File: src/rtl/pipelined_shift_unit.sv
`timescale 1ns/1ps
// ----------------------------------------------------------------------------
// pipelined_shift_unit
// Purpose: SLL/SRL/SRA/ROL/ROR on a DATA_W-bit operand, spread over NUM_STAGES
//          register stages, with a valid/ready handshake, full backpressure and
//          a sideband tag that travels unchanged with each op.
// Ports:
//   clk, rst         rising-edge clock, asynchronous active-high reset
//   flush            synchronous clear of every stage valid
//   in_valid/ready   input handshake; in_ready = advance & ~flush
//   in_data          operand
//   in_amount        shift/rotate amount (modulo DATA_W by width)
//   in_op            000 SLL, 001 SRL, 010 SRA, 011 ROL, 100 ROR, else pass
//   in_tag           sideband returned with the result
//   out_valid/ready  output handshake
//   out_data         result
//   out_tag          tag of the op that produced out_data
// ----------------------------------------------------------------------------
module pipelined_shift_unit #(
  parameter int unsigned DATA_W     = 32,
  parameter int unsigned NUM_STAGES = 2,
  parameter int unsigned TAG_W      = 5
) (
  input  logic                      clk,
  input  logic                      rst,
  input  logic                      flush,
  input  logic                      in_valid,
  output logic                      in_ready,
  input  logic [DATA_W-1:0]         in_data,
  input  logic [$clog2(DATA_W)-1:0] in_amount,
  input  logic [2:0]                in_op,
  input  logic [TAG_W-1:0]          in_tag,
  output logic                      out_valid,
  input  logic                      out_ready,
  output logic [DATA_W-1:0]         out_data,
  output logic [TAG_W-1:0]          out_tag
);

  localparam int unsigned AMT_W = $clog2(DATA_W);
  localparam int unsigned LAST  = NUM_STAGES - 1;

  typedef enum logic [2:0] {
    OP_SLL = 3'b000,
    OP_SRL = 3'b001,
    OP_SRA = 3'b010,
    OP_ROL = 3'b011,
    OP_ROR = 3'b100
  } shift_op_e;

  // First barrel level handled by stage s; stage s covers [lo(s), lo(s+1)).
  function automatic int lvl_lo(input int s);
    lvl_lo = int'((s * AMT_W) / NUM_STAGES);
  endfunction

  // One barrel level: move d by k positions according to op.
  function automatic logic [DATA_W-1:0] f_level(
    input logic [DATA_W-1:0] d,
    input logic [2:0]        op,
    input logic              sgn,
    input int unsigned       k
  );
    logic [DATA_W-1:0] res;
    logic [DATA_W-1:0] fill;
    res  = d;
    fill = sgn ? ~({DATA_W{1'b1}} >> k) : '0;
    case (op)
      OP_SLL:  res = d << k;
      OP_SRL:  res = d >> k;
      OP_SRA:  res = (d >> k) | fill;
      OP_ROL:  res = (d << k) | (d >> (DATA_W - k));
      OP_ROR:  res = (d >> k) | (d << (DATA_W - k));
      default: res = d;
    endcase
    f_level = res;
  endfunction

  // Stage registers
  logic [NUM_STAGES-1:0] r_valid;
  logic [DATA_W-1:0]     r_data [NUM_STAGES];
  logic [TAG_W-1:0]      r_tag  [NUM_STAGES];
  logic [2:0]            r_op   [NUM_STAGES];
  logic [AMT_W-1:0]      r_amt  [NUM_STAGES];
  logic                  r_sign [NUM_STAGES];

  // Per-stage sources (stage 0 reads the input port) and next values
  logic [DATA_W-1:0]     w_src_data [NUM_STAGES];
  logic [TAG_W-1:0]      w_src_tag  [NUM_STAGES];
  logic [2:0]            w_src_op   [NUM_STAGES];
  logic [AMT_W-1:0]      w_src_amt  [NUM_STAGES];
  logic                  w_src_sign [NUM_STAGES];
  logic [DATA_W-1:0]     w_nxt_data [NUM_STAGES];
  logic                  w_adv;

  // Global advance: the whole pipe moves unless the output is held.
  assign w_adv     = out_ready | ~r_valid[LAST];
  assign in_ready  = w_adv & ~flush;

  assign out_valid = r_valid[LAST];
  assign out_data  = r_data[LAST];
  assign out_tag   = r_tag[LAST];

  // Source selection for every stage
  always_comb begin
    for (int s = 0; s < NUM_STAGES; s++) begin
      w_src_data[s] = '0;
      w_src_tag[s]  = '0;
      w_src_op[s]   = '0;
      w_src_amt[s]  = '0;
      w_src_sign[s] = 1'b0;
    end
    w_src_data[0] = in_data;
    w_src_tag[0]  = in_tag;
    w_src_op[0]   = in_op;
    w_src_amt[0]  = in_amount;
    // SRA fill bit is frozen at accept so later stages need not re-derive it.
    w_src_sign[0] = in_data[DATA_W-1];
    for (int s = 1; s < NUM_STAGES; s++) begin
      w_src_data[s] = r_data[s-1];
      w_src_tag[s]  = r_tag[s-1];
      w_src_op[s]   = r_op[s-1];
      w_src_amt[s]  = r_amt[s-1];
      w_src_sign[s] = r_sign[s-1];
    end
  end

  // Barrel levels owned by each stage
  always_comb begin
    for (int s = 0; s < NUM_STAGES; s++) begin
      w_nxt_data[s] = w_src_data[s];
      for (int j = 0; j < AMT_W; j++) begin
        if ((j >= lvl_lo(s)) && (j < lvl_lo(s + 1)) && w_src_amt[s][j]) begin
          w_nxt_data[s] = f_level(w_nxt_data[s], w_src_op[s], w_src_sign[s],
                                  32'(1) << j);
        end
      end
    end
  end

  // Pipeline registers: reset > flush > advance; hold otherwise.
  always_ff @(posedge clk or posedge rst) begin
    if (rst) begin
      r_valid <= '0;
      for (int s = 0; s < NUM_STAGES; s++) begin
        r_data[s] <= '0;
        r_tag[s]  <= '0;
        r_op[s]   <= '0;
        r_amt[s]  <= '0;
        r_sign[s] <= 1'b0;
      end
    end else if (flush) begin
      r_valid <= '0;
    end else if (w_adv) begin
      r_valid[0] <= in_valid;
      for (int s = 1; s < NUM_STAGES; s++) begin
        r_valid[s] <= r_valid[s-1];
      end
      for (int s = 0; s < NUM_STAGES; s++) begin
        r_data[s] <= w_nxt_data[s];
        r_tag[s]  <= w_src_tag[s];
        r_op[s]   <= w_src_op[s];
        r_amt[s]  <= w_src_amt[s];
        r_sign[s] <= w_src_sign[s];
      end
    end
  end

endmodule
File: config.mk
export PLATFORM = sky130hd
export DESIGN_NAME = pipelined_shift_unit
export DESIGN_NICKNAME = d
export VERILOG_FILES = /design/src/rtl/pipelined_shift_unit.sv
export SDC_FILE = /design/constraint.sdc
export NUM_CORES = 1
export LEC_CHECK = 0
export ABC_AREA = 1
export CAP_MARGIN = 20
export CORE_MARGIN = 5
export CORE_UTILIZATION = 35
export DETAILED_ROUTE_END_ITERATION = 12
export PLACE_DENSITY = 0.65
export SETUP_SLACK_MARGIN = 0.02
export SYNTH_ARGS = -nofsm -noshare
export SYNTH_HDL_FRONTEND = slang
export SYNTH_SLANG_ARGS = --single-unit
File: constraint.sdc
create_clock -name clk -period 2.52 [get_ports clk]
set_clock_uncertainty 0.1 [all_clocks]
set_input_delay 0.504 -clock clk [delete_from_list [all_inputs] [get_ports clk]]
set_output_delay 0.504 -clock clk [all_outputs]
set_load 0.03 [all_outputs]
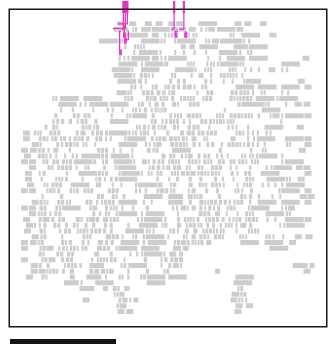
Run 1: port wiring
The bar under the picture is 50 um long.
| port | colour | bits | direction | end cells | buffers | wire |
|---|---|---|---|---|---|---|
| `in_tag` | magenta | 5 | input | 5 | 5 | 83.8 um |

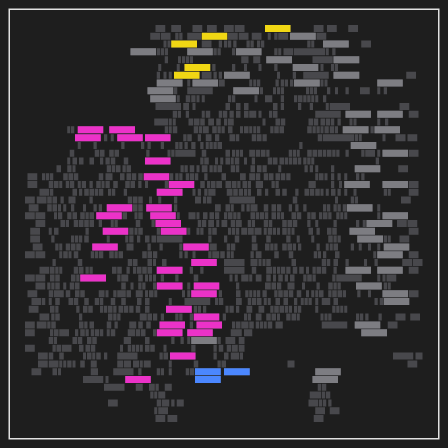
Run 1: where the registers sit
Other sequential cells in the stronger grey, the rest of the logic in the fainter grey.
| name in the netlist | colour | placed flops |
|---|---|---|
| `r_op` | blue | 3 |
| `r_data` | magenta | 32 |
| `out_tag` | yellow | 5 |
not coloured: 43
Seq group: 1.81 mW
flop share of the area: 25.52%

==> results_dict.tcl, run 1 <==
# place-and-route summary
set metrics [dict create \
    clockRootBuffer "clkbuf_16" \
    floorplan.core_area_um2 19270 \
    tightest_slew_ps 462.2 \
    tally_of_openroad_warnings 26 \
    critical_path_class "reg -> reg" \
    comb_power_share_pct 44.3 \
    crit_path_max_fanout 12 \
    finished_layout_cells 1430 \
    grt_antenna_before_repair 0 \
    ff_latch_area_um2 2077 \
    area.combinational_um2 3959 \
    xor_and_xnor_area_share_after_synthesis_pct 0 \
    fin_crit_ps 2259 \
    setup_slack_ps 261.3 \
    switching_share_pct 40.52 \
    die.size.x_um 149.2 \
    vdd_drop_max_v 0.0002919 \
    ys_ff 83 \
    ys_sh_simple_pct 43.02 \
    ioPinCount 89 \
    clock_sink_count 83 \
    nFillCells 2041 \
    final_hold_vios 0 \
    yosys.area.top_type_share_pct 30.61 \
    rows 51 \
    finalClockPeriodUsage_pct 89.63 \
    synth.cellmix.compoundShare_pct 15.21 \
    unique_masters_post_synth 27 \
    power.net_switching_mw 2.371 \
    postPlaceCellArea_um2 7810 \
    post_synth_fa_ha_maj_area_fraction_pct 0 \
    insertion_delay_ps 350 \
    number_of_synthesized_flops_with_an_enable_pin 0 \
    worst_hold_path_cell_count 2 \
    syn_to_final_growth_pct 19.95 \
    vias 7316 \
    internal-power_mw 3.481 \
    preCtsSetupSlack_ps -117.9 \
    routed.top_layer "met4" \
    sequentialPowerShare_pct 31.0 \
    postCtsSetupRepairBufs 0 \
    cts_max_level 3 \
    avgSynthCellArea_um2 6.026 \
    met3WireLength_mm 1.205 \
    drc_errors 0 \
    synth_seq_share_pct 30.61 \
    max_cap_viol_count 0 \
    met1Wirelength_mm 9.923 \
    critical_path.max_stage_delay_ps 430 \
    synth_nets 1176 \
    fraction_of_power_consumed_by_the_clock_network_pct 24.7 \
    synth_dominant_cell_count "nand2_1" \
    reg2reg_to "out_data[31]$_DFFE_PP0P_" \
    power-per-cell-area_nw_per_um2 718.9 \
    hpwlAfterDp_mm 15.11 \
    synth.yosys.num_cells 1126 \
    crit-reg2reg-launch "r_op[3]$_DFFE_PP0P_" \
    critPathCapture "out_data[31]$_DFFE_PP0P_" \
    top_area_cell "dfrtp_1" \
    grt_max_degree 84 \
    clock_path_buffers 2 \
    yosys_area_um2 6785 \
    drt_first_iter_violations 698 \
    cts_hold_repair.buffers 0 \
    power.combinational.total_mw 2.59 \
    cp_num_buf_inv 1 \
    placedCellCount 1415 \
    run_status "finished clean" \
    yosys-dominant-comb-family "simple AND/OR/NAND/NOR gates" \
    fin_hold_ws_ps 366.8 \
    critical_path_cell_count 11 \
    rr_worst_depth 11 \
    dieArea_um2 22270 \
    async_flop_share_pct 100.0 \
    layout-drive-gt1-share_pct 6.867 \
    hold_path.class "reg -> reg" \
    tritoncts.num_buffers 9 \
    finalWeightedCongestion 0.9164 \
    finalMaxSlewViolations 0 \
    crit_chain "o21ai_2 -> nand2_2 -> buf_4 -> a21oi_1 -> nand2_1 -> nand3_1 -> nand3_1 -> nand3_1 -> nand2_1 -> nand3_1 -> nand2_1" \
    timing.hold.worst.start "out_tag[4]$_DFFE_PP0P_" \
    cp_data_arrival_time_ps 2390 \
    r2r_slack_ps 260 \
    initial_core_util_pct 35.21 \
    startpoint_type "flip-flop" \
    cts.reportedPaths.clkPinSlew_ps 60 \
    final_net_count 1211 \
    cp_common_cell "nand3_1" \
    synth.cell_area_um2 6785 \
    timing.max_slew.rel_slack_pct 68.86 \
    grt.met1_usage_pct 27.80 \
    detailed_routing_iterations_pass_1 6 \
    die_h_um 149.2 \
    timing_startpoint_of_the_critical_path "r_op[3]$_DFFE_PP0P_" \
    grt_first_pass_wirelength_mm 33.67 \
    tritoncts_clock_tree "done" \
    top_power_group "combinational logic" \
    cell_types_occupying_the_most_area_after_synthesis "dfrtp_1, nand2_1, nand3_1, a21oi_1, buf_4" \
    post_detailed_route_via_to_cell_ratio 5.116 \
    post-route-cell-area_um2 8139 \
    pwr.group.clock_mw 1.44 \
    grt_most_used_layer "met1" \
    total_wire_length_mm 20.32 \
    power.static_leakage_nw 3.974 \
    path_delay_family "simple AND/OR/NAND/NOR gates" \
    holdPathEnd "out_tag[4]$_DFFE_PP0P_" \
    dr_wl_met2_mm 8.641 \
    synth_cells 1126 \
    worst_path_max_delay_cell "dfrtp_1" \
    io_buffers 88 \
    critPathCaptureType "flip-flop" \
    cp.required_ps 2650 \
    max_clock_freq_mhz 442.7 \
    drtAntennaViolNets 0 \
    post_synth_most_frequent_cells "nand2_1, nand3_1, a21oi_1" \
    via_count_of_the_first_global_routing_pass 6479 \
    synthFlopType "dfrtp_1" \
    setup_viol 0 \
    number_of_resized_instances_in_the_post_cts_repair_step 0 \
    muxShareOfSynthArea_pct 0 \
    grt_overflow 0 \
    num_antenna_cells 0 \
    synthesis.yosys.warnings 0 \
    rsz0062_at_grt "false" \
]
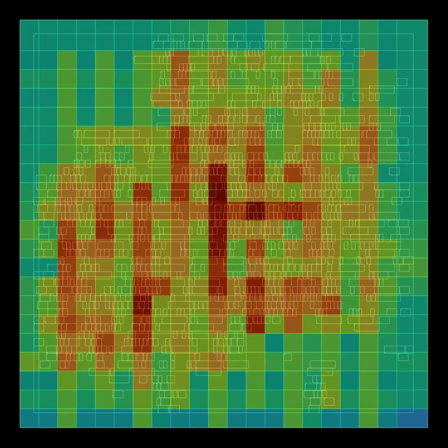
Run 1: track usage over the die
Global Route met3 Usage: 2.279%
GRT Total Usage: 18.53%
average routed wire per standard cell: 14.21 um
Global Route met2 Usage: 27.02%

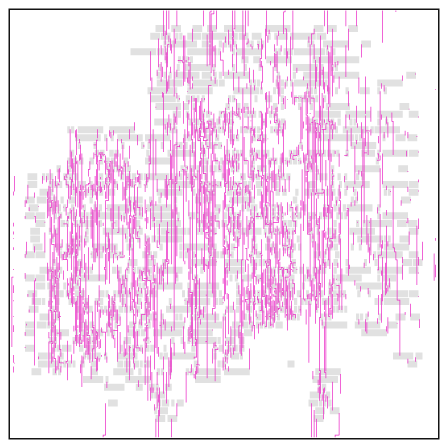
Run 1: met2 routing
longest straight run: 64.6 um
nets with wire on the layer: 870
share of all routed wire: 43%

[run 1: layout make-up]
class | instances | area share, %
clock buffers | 11 | 3.105
clock inverters | 4 | 0.9070
inverters | 32 | 1.553
multi-input cells | 905 | 48.64
flip-flops and latches | 83 | 25.52
well taps | 265 | 4.074
repair buffers | 130 | 16.20
[run 1: stage by stage]
step / utilization [%] / total power, mW / setup TNS, ps
floorplan: - / 3.724 / 0
global placement: 40.53 / 4.399 / -297.3
detailed placement: 40.53 / 4.412 / -1268
CTS: 42.22 / 5.876 / 0
global route: 42.23 / 6.257 / 0
finish: 42.23 / 5.851 / 0
[run 1: registers in the layout, summed over array words and instances, names as in the netlist]
name      flops
r_sign        1
r_amt         3
r_op          3
r_valid       2
r_tag         5
out_data     32
r_data       32
out_tag       5
[run 1: cell usage in the layout (no fill, tap or decap), types with 2 or more instances in the layout]
cell | synthesis | routed
inv_1 | 25 | 24
or2_2 | 2 | 2
clkbuf_16 | 0 | 9
inv_2 | 7 | 6
clkbuf_8 | 0 | 2
o21ai_0 | 52 | 52
o21ai_1 | 54 | 54
nand3_1 | 137 | 137
or2_1 | 29 | 29
buf_4 | 41 | 33
nand2_2 | 6 | 6
nor2_1 | 45 | 44
bufinv_16 | 0 | 2
nor3_1 | 3 | 3
nand2_1 | 477 | 477
a21oi_1 | 92 | 92
buf_12 | 0 | 10
clkdlybuf4s50_1 | 0 | 87
dfrtp_1 | 83 | 83
[run 1: worst register-to-register path, cell delays in order (launching register included)]
cell and delay [ps]:
dfrtp_1 430, o21ai_2 310, nand2_2 230, buf_4 240
a21oi_1 130, nand2_1 110, nand3_1 90, nand3_1 110
nand3_1 90, nand2_1 50, nand3_1 160, nand2_1 80
==> run 2, diff against run 1 <==
==> constraint.sdc (replaced) <==
create_clock -name clk -period 2.52 [get_ports clk]
set_clock_uncertainty 0.1 [all_clocks]
set_input_delay 0.63 -clock clk [delete_from_list [all_inputs] [get_ports clk]]
set_output_delay 0.63 -clock clk [all_outputs]
set_load 0.03 [all_outputs]
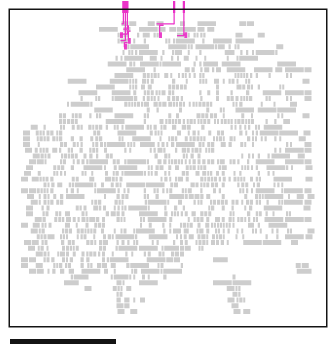
Run 2: port wiring
The bar under the picture is 50 um long.
| port | colour | bits | direction | end cells | buffers | wire |
|---|---|---|---|---|---|---|
| `in_tag` | magenta | 5 | input | 5 | 5 | 88.9 um |

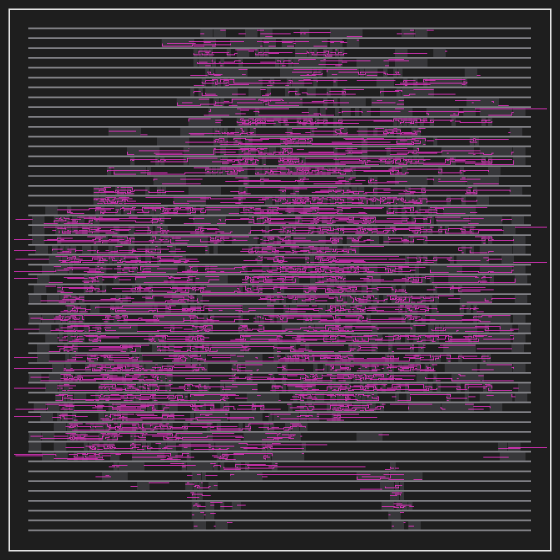
Run 2: met1 routing
Supply wires on this layer in grey.
main direction: horizontal
nets with wire on the layer: 1098
share of all routed wire: 49%
longest straight run: 39.1 um

==> results_dict.tcl, run 2 <==
# place-and-route summary
set metrics [dict create \
    run_status "finished clean" \
    yosys_area_um2 6785 \
    synth_dominant_cell_count "nand2_1" \
    grt_max_degree 84 \
    final_net_count 1211 \
    placedCellCount 1415 \
    io_buffers 88 \
    detailed_routing_iterations_pass_1 6 \
    synthFlopType "dfrtp_1" \
    drt_first_iter_violations 712 \
    ys_ff 83 \
    worst_path_max_delay_cell "clkdlybuf4s50_1" \
    cts.reportedPaths.clkPinSlew_ps 60 \
    cts_max_level 3 \
    synth.cell_area_um2 6785 \
    max_cap_viol_count 0 \
    synthesis.yosys.warnings 0 \
    post-route-cell-area_um2 8079 \
    grt.met1_usage_pct 27.76 \
    yosys.area.top_type_share_pct 30.61 \
    drtAntennaViolNets 0 \
    tightest_slew_ps 501.2 \
    dieArea_um2 22270 \
    dr_wl_met2_mm 8.985 \
    fin_crit_ps 2368 \
    gr-usage-met3_pct 2.887 \
    drc_errors 0 \
    crit_path_max_fanout 4 \
    tritoncts_clock_tree "done" \
    finalMaxSlewViolations 0 \
    tritoncts.num_buffers 9 \
    finished_layout_cells 1431 \
    grt_overflow 0 \
    insertion_delay_ps 360 \
    die.size.x_um 149.2 \
    critPathCaptureType "primary output" \
    number_of_synthesized_flops_with_an_enable_pin 0 \
    ioPinCount 89 \
    synth.cellmix.compoundShare_pct 15.21 \
    max_clock_freq_mhz 422.3 \
    cp_data_arrival_time_ps 1640 \
    postCtsSetupRepairBufs 0 \
    syn_to_final_growth_pct 19.07 \
    gr-usage-all-layers_pct 18.93 \
    final_hold_vios 0 \
    finalClockPeriodUsage_pct 93.96 \
    timing_startpoint_of_the_critical_path "out_ready" \
    xor_and_xnor_area_share_after_synthesis_pct 0 \
    num_antenna_cells 0 \
    finalWeightedCongestion 0.9156 \
    most_frequent_logic_cell_in_the_layout "nand2_1" \
    crit-reg2reg-launch "r_op[3]$_DFFE_PP0P_" \
    clock_path_buffers 2 \
    setup_slack_ps 152.1 \
    critical_path_class "in -> out" \
    async_flop_share_pct 100.0 \
    layout-drive-gt1-share_pct 6.947 \
    ys_sh_simple_pct 43.02 \
    tally_of_openroad_warnings 26 \
    met1Wirelength_mm 10.12 \
    cts_hold_repair.buffers 0 \
    grt_most_used_layer "met2" \
    post_synth_most_frequent_cells "nand2_1, nand3_1, a21oi_1" \
    avgSynthCellArea_um2 6.026 \
    setup_viol 0 \
    synth.yosys.num_cells 1126 \
    unique_masters_post_synth 27 \
    routed_wire_length_per_instance_um 14.52 \
    cp.required_ps 1790 \
    timing.hold.worst.start "r_tag[9]$_DFFE_PP0P_" \
    power.static_leakage_nw 3.943 \
    synth_nets 1176 \
    floorplan.core_area_um2 19270 \
    grt_first_pass_wirelength_mm 34.45 \
    via_count_of_the_first_global_routing_pass 6604 \
    timing.max_slew.rel_slack_pct 66.23 \
    vdd_drop_max_v 0.0002931 \
    muxShareOfSynthArea_pct 0 \
    final_total_negative_setup_slack_ps 0 \
]
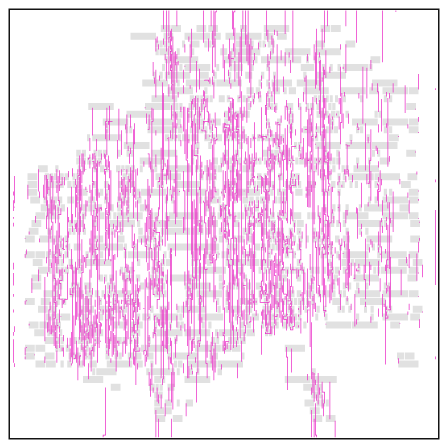
Run 2: met2 routing
nets with wire on the layer: 887
main direction: vertical
wire length on this layer: 8990 um
share of all routed wire: 43%
longest straight run: 78.5 um
Global Route met2 Usage: 28.76%
total via count after detailed routing: 7293
total wire length: 20.77 mm

[run 2: cell count changes in the layout (fill, tap and decap cells not counted), moves of 2 or more]
cell	change
o21ai_0	-5
o21ai_1	+4
bufinv_16	-2
clkbuf_1	+2
[run 2: worst paths after layout]
path | slack [ps] | to | cells past startpoint
hold reg to reg | 370 | r_tag[9]$_DFFE_PP0P_ | 2
max in group asynchronous | 1290 | r_valid[1]$_DFFE_PP0P_ | 3
setup reg to reg | 270 | out_data[23]$_DFFE_PP0P_ | 12
hold / removal | 370 | r_tag[9]$_DFFE_PP0P_ | 2
min in group asynchronous | 620 | out_data[18]$_DFFE_PP0P_ | 3
setup / recovery | 150 | in_ready | 4
[run 2: worst max-delay path, delay by kind of cell]
| family | cells | cell delay, ps |
|---|---|---|
| simple gates | 2 | 310 |
| buf+inv | 2 | 690 |
[run 2: layout make-up]
type,instances,area [um2]
Fill cell,2103,11190
Multi-Input combinational cell,905,3965
Sequential cell,83,2077
Timing Repair Buffer,130,1306
Tap cell,265,331.6
Clock buffer,12,246.5
Inverter,32,126.4
Clock inverter,4,26.28
[run 2: power by group]
group	switching, mW	internal [mW]
Clock	0.541	0.693
Combinational	1.63	0.970
Sequential	0.219	1.59
Total	2.39	3.25
[run 2: cell families after synthesis]
kind of cell / Yosys count
AOI/OAI and AO/OA: 203
buffers and inverters: 138
DFF: 83
and+or+nand+nor: 702
[run 2: per-stage QoR]
step	total power [mW]	utilization [%]
2_1_floorplan	3.724	-
3_3_place_gp	4.395	40.46
5_1_grt	6.064	41.92
6_report	5.644	41.92
3_5_place_dp	4.411	40.46
4_1_cts	5.661	41.88
==> run 3, diff against run 2 <==
- CORE_MARGIN: 5 -> 2
- SLEW_MARGIN: default -> 10
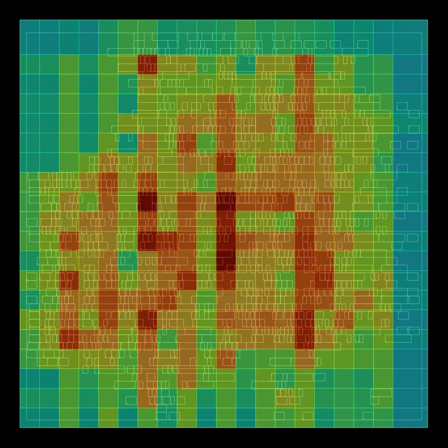
Run 3: track usage over the die
Util after Layout: 44.09%
Global Route met3 Usage: 2.180%
global-route track usage on met1: 30.47%

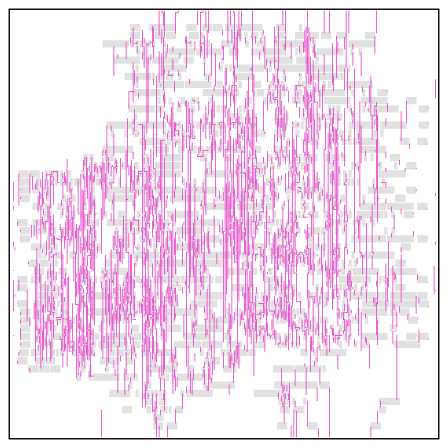
Run 3: met2 routing
total via count after detailed routing: 7301
total wire length: 20.63 mm
Global Route met2 Usage: 31.58%

==> results_dict.tcl, run 3 <==
# place-and-route summary
set metrics [dict create \
    run_status "finished clean" \
    dieArea_um2 20520 \
    clock_path_buffers 2 \
    cp.required_ps 2650 \
    finalWeightedCongestion 0.8929 \
    drtAntennaViolNets 0 \
    timing.hold.worst.start "out_tag[3]$_DFFE_PP0P_" \
    synth.yosys.num_cells 1126 \
    r2r_slack_ps 340 \
    synthFlopType "dfrtp_1" \
    most_frequently_placed_logic_cells_in_the_final_layout "nand2_1, nand3_1, a21oi_1, clkdlybuf4s50_1, dfrtp_1" \
    synth_cells 1126 \
    area.combinational_um2 3999 \
    async_flop_share_pct 100.0 \
    synth_seq_share_pct 30.61 \
    synth_nets 1176 \
    timing_startpoint_of_the_critical_path "in_op[1]" \
    io_buffers 88 \
    die_h_um 143.2 \
    rr_worst_depth 13 \
    gr-usage-all-layers_pct 20.72 \
    rows 50 \
    postCtsSetupRepairBufs 0 \
    insertion_delay_ps 350 \
    nFillCells 2042 \
    setup_viol 0 \
    cts_max_level 3 \
    reg2reg_to "out_data[20]$_DFFE_PP0P_" \
    hold_path.class "reg -> reg" \
    avgSynthCellArea_um2 6.026 \
    cts.reportedPaths.clkPinSlew_ps 60 \
    critPathCaptureType "flip-flop" \
    layout-drive-gt1-share_pct 9.436 \
    post_synth_most_frequent_cells "nand2_1, nand3_1, a21oi_1" \
    critPathCapture "r_data[41]$_DFFE_PP0P_" \
    synth_dominant_cell_count "nand2_1" \
    tightest_slew_ps 506.1 \
    syn_to_final_growth_pct 22.77 \
    synth.cell_area_um2 6785 \
    ff_latch_area_um2 2077 \
    finalClockPeriodUsage_pct 95.00 \
    tritoncts.num_buffers 9 \
    die.size.x_um 143.2 \
    routed_wire_length_per_instance_um 14.26 \
    yosys.area.top_type_share_pct 30.61 \
    ioPinCount 89 \
    postPlaceCellArea_um2 7974 \
    crit_path_max_fanout 20 \
    most_frequent_logic_cell_in_the_layout "nand2_1" \
    final_hold_vios 0 \
    max_clock_freq_mhz 417.7 \
    fin_crit_ps 2394 \
    cp_data_arrival_time_ps 2530 \
    grt_max_degree 84 \
    post_detailed_route_via_to_cell_ratio 5.046 \
    worst_path_max_delay_cell "clkdlybuf4s50_1" \
    synthesis.yosys.warnings 0 \
    critical_path.max_stage_delay_ps 460 \
    holdPathEnd "out_tag[3]$_DFFE_PP0P_" \
    via_count_of_the_first_global_routing_pass 6555 \
    hpwlAfterDp_mm 15.42 \
    critical_path_class "in -> reg" \
    tally_of_openroad_warnings 27 \
    detailed_routing_iterations_pass_1 9 \
    timing.max_slew.rel_slack_pct 66.26 \
    worst_hold_path_cell_count 2 \
    power-per-cell-area_nw_per_um2 702.9 \
    post-route-cell-area_um2 8330 \
    yosys_area_um2 6785 \
    power.total_mw 5.856 \
    crit-reg2reg-launch "r_op[3]$_DFFE_PP0P_" \
    startpoint_type "primary input" \
    grt_first_pass_wirelength_mm 34.05 \
    drt_first_iter_violations 655 \
    vdd_drop_max_v 0.0003000 \
    max_cap_viol_count 0 \
    floorplan.core_area_um2 18890 \
    power.static_leakage_nw 4.087 \
    clock_sink_count 83 \
    number_of_synthesized_flops_with_an_enable_pin 0 \
    finalMaxSlewViolations 0 \
    cell_types_occupying_the_most_area_after_synthesis "dfrtp_1, nand2_1, nand3_1, a21oi_1, buf_4" \
    clockRootBuffer "clkbuf_16" \
    tritoncts_clock_tree "done" \
    top_area_cell "dfrtp_1" \
    num_antenna_cells 0 \
    final_net_count 1232 \
    drc_errors 0 \
    initial_core_util_pct 35.91 \
    grt_overflow 0 \
    crit_chain "clkdlybuf4s50_1 -> nor2_2 -> nor2_1 -> inv_2 -> nand2_2 -> buf_12 -> buf_4 -> a21oi_1 -> nand2_1 -> o21ai_2 -> o21ai_1 -> o21ai_1 -> nand2_1" \
    unique_masters_post_synth 27 \
    ys_ff 83 \
    rsz0062_at_grt "true" \
    grt_antenna_before_repair 0 \
]
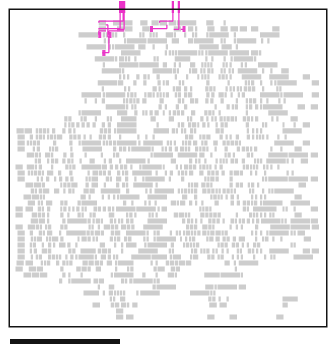
Run 3: port wiring
The bar under the picture is 50 um long.
| port | colour | bits | direction | end cells | buffers | wire |
|---|---|---|---|---|---|---|
| `in_tag` | magenta | 5 | input | 5 | 5 | 110 um |

## run 3: cell counts after synthesis
No cell type changed its count.
## run 3: through the flow
stage	hold WS (ps)	setup slack (ps)	util (%)	cells	setup TNS, ps
floorplan	342.2	288.6	-	1126	0
global placement	354.9	-310.7	42.21	1431	-4816
detailed placement	358.8	-324.5	42.21	1431	-5190
CTS	372.9	41.13	43.87	1447	0
global route	390.4	13.81	44.09	1447	0
finish	371.3	126.1	44.09	1447	0
## run 3: area by class of cell
| class | count | area share [%] |
|---|---|---|
| repair buffers | 151 | 17.87 |
| multi-input cells | 905 | 48.00 |
| well taps | 260 | 3.905 |
| clock inverters | 3 | 0.5257 |
| inverters | 32 | 1.517 |
| flip-flops and latches | 83 | 24.93 |
| clock buffers | 13 | 3.244 |
## run 3: per-layer routing
layer  vias up  share of wire, %  global-route usage, %  wire, um
met5         -                 0                      0         0
met4         0               2.1                  7.121       427
met3        21               4.9                  2.180      1014
met2       253                44                  31.58      9174
met1      3293                49                  30.47     10010
li1       3734                 -                      -         -
## run 3: where the power goes
group          switching, mW  internal, mW  total [mW]  leakage [nW]
logic                   1.63          1.02        2.65          2.91
registers              0.220          1.59        1.81          1.02
clock network          0.546         0.851        1.40         0.156
## run 3: logic make-up after synthesis
logic type      after synthesis  synth area share, %
flops                        83                30.61
simple gates                702                43.02
compound gates              203                15.21
buf+inv                     138                11.16
## run 3: worst max-delay path: cells and delay by family
| kind | cells | cell delay, ps |
|---|---|---|
| AND-OR/OR-AND | 4 | 560 |
| buffers and inverters | 4 | 850 |
| AND/OR/NAND/NOR | 5 | 480 |
## run 3: repair_timing
action | 4_1_cts | 5_1_grt
hold endpoints to repair | 0 | 0
hold buffers | 0 | 0
setup endpoints to repair | 0 | 17
resized | 0 | 22
No activity file was given, so power comes from the tool's default toggle rates.
